==> config.mk <==
export PLATFORM = sky130hd
export DESIGN_NAME = modrm_ea_seq
export DESIGN_NICKNAME = d
export VERILOG_FILES = /design/src/rtl/modrm_pkg.sv /design/src/rtl/modrm_ea_decode.sv /design/src/rtl/modrm_ea_seq.sv
export SDC_FILE = /design/constraint.sdc
export NUM_CORES = 1
export LEC_CHECK = 0
export ABC_AREA = 1
export CORE_ASPECT_RATIO = 1.25
export CORE_UTILIZATION = 35
export DETAILED_ROUTE_END_ITERATION = 7
export MAX_ROUTING_LAYER = met4
export PLACE_DENSITY = 0.6
export SLEW_MARGIN = 25
export SYNTH_ARGS = -nofsm -noshare
export SYNTH_HDL_FRONTEND = slang
export SYNTH_SLANG_ARGS = --single-unit
==> constraint.sdc <==
create_clock -name clk -period 7.3 [get_ports clk]
set_input_delay 0.73 -clock clk [delete_from_list [all_inputs] [get_ports clk]]
set_output_delay 0.73 -clock clk [all_outputs]
set_load 0.005 [all_outputs]
==> images/pinout.png <==
Drawn at 4 px/um. Pins as bars across the die edge, other pins in gray.
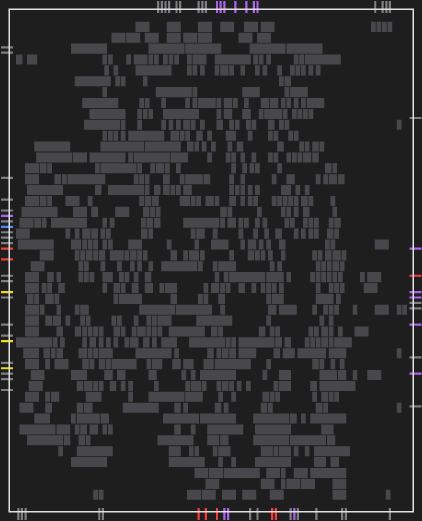
| color | port | pins | direction | edge |
|---|---|---|---|---|
| yellow | ea_rm | 3 | output | west |
| red | disp_byte | 8 | input | 5 south, 2 west, 1 east |
| blue | disp_ready | 1 | output | west |
| purple | rdata | 16 | input | 7 north, 5 east, 3 south, 1 west |
all pins by edge: 25 west, 21 south, 20 north, 11 east
Port-buffer cells: 61
Die Span Y: 125 um
die width: 101 um

==> images/m2.png <==
Drawn at 4 px/um.
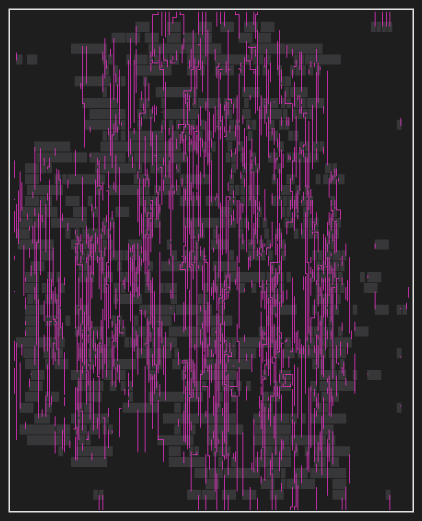
nets with wire on the layer: 610
longest straight run: 58.5 um
wire length on this layer: 5,920 um
via count of the routed design: 4,165
global routing usage on met2: 0.353
total routed wirelength: 12,000 um

==> images/congestion_map.png <==
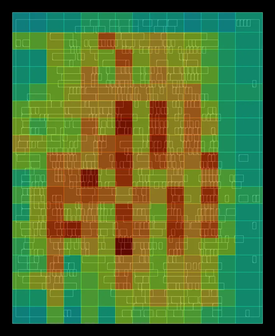
busiest layer in global routing: met2
met1 usage: 0.247
met3 Track Usage GR: 0.0218
fin util: 0.436

==> metrics.cfg <==
[flow_run]
log.warning_count = 31

[yosys]
async_flop_share = 1.00
synth.area.top_cells = dfrtp_1 (32%), nand2_1 (22%), inv_1 (8.1%)
xor_share = 0
synth_stat.cells = 644
yosysMostFrequentCell = nand2_1
syn_area_per_cell_um2 = 6.61
ys.warnings.count = 0
synth_seq_share = 0.330
yosysTopAreaCell = dfrtp_1
synth.distinct_cells = 37
synth_cells = 644
ys_chip_area_um2 = 4250

[grt]
grt_antenna_before_repair = 0
grt_pass1_vias = 4223
grt.total_usage = 0.208

[timing]
final_max_slew_viol_count = 0
worst_slack_ns = 4.01
fin_crit_sh = 0.450
slew_headroom = 0.510
fmax_mhz = 304
fin_worst_skew_ns = 0.0133

[critical_path]
critical_path_class = flip-flop to flip-flop
crit_top_cell = nand2_1
rr_worst_depth = 18
path_cells = nor2_4 > nand2_2 > inv_1 > nand2_1 > o211ai_1 > ha_1 > inv_1 > fa_1 > inv_1 > nand3_1 > nand3_1 > nand2_1 > nand2_1 > nor2_1 > nand3b_1 > nand2_1 > nand2_1 > nand2_1
crit_cells = 18
critPathSlowestCell = dfrtp_1
cp_slowest_stage_delay_ns = 0.47

[routing]
wire_per_inst_um = 13.9
viasPerCell = 4.83
maxUsedRoutingLayer = met4
ant_nets = 0
drt-met1-wl_um = 5260
dr.pass1.iters = 5
drc = 0
wl_met2_um = 5920

[cts]
clk_pin_slew_ns = 0.08
clk_path_buf_depth = 2
root_buffer = clkbuf_16
htree_levels = 2
cts_sinks = 56

[status]
status = complete, no violations

[cells_and_area]
num-nets-final = 756
drive_gt1_frac = 0.0728
clkbuf_count = 5
seq_cell_count = 56
post_layout_nonfiller_instances = 862
combGateArea_um2 = 2370
non_clock_buffer_area_share = 0.120
num_antenna_cells = 0
comb_share = 0.464
nFillCells = 1241
area_dominant_class = multi-input combinational cells
n_all_buffers = 62

[placement]
place_area_um2 = 4950
dp_slack_ns = 3.97

[floorplan]
rows = 44
fp_util = 0.363
ios = 77

[power]
power_leader = combinational cells
p_sw_frac = 0.513
internal-power_mw = 1.19

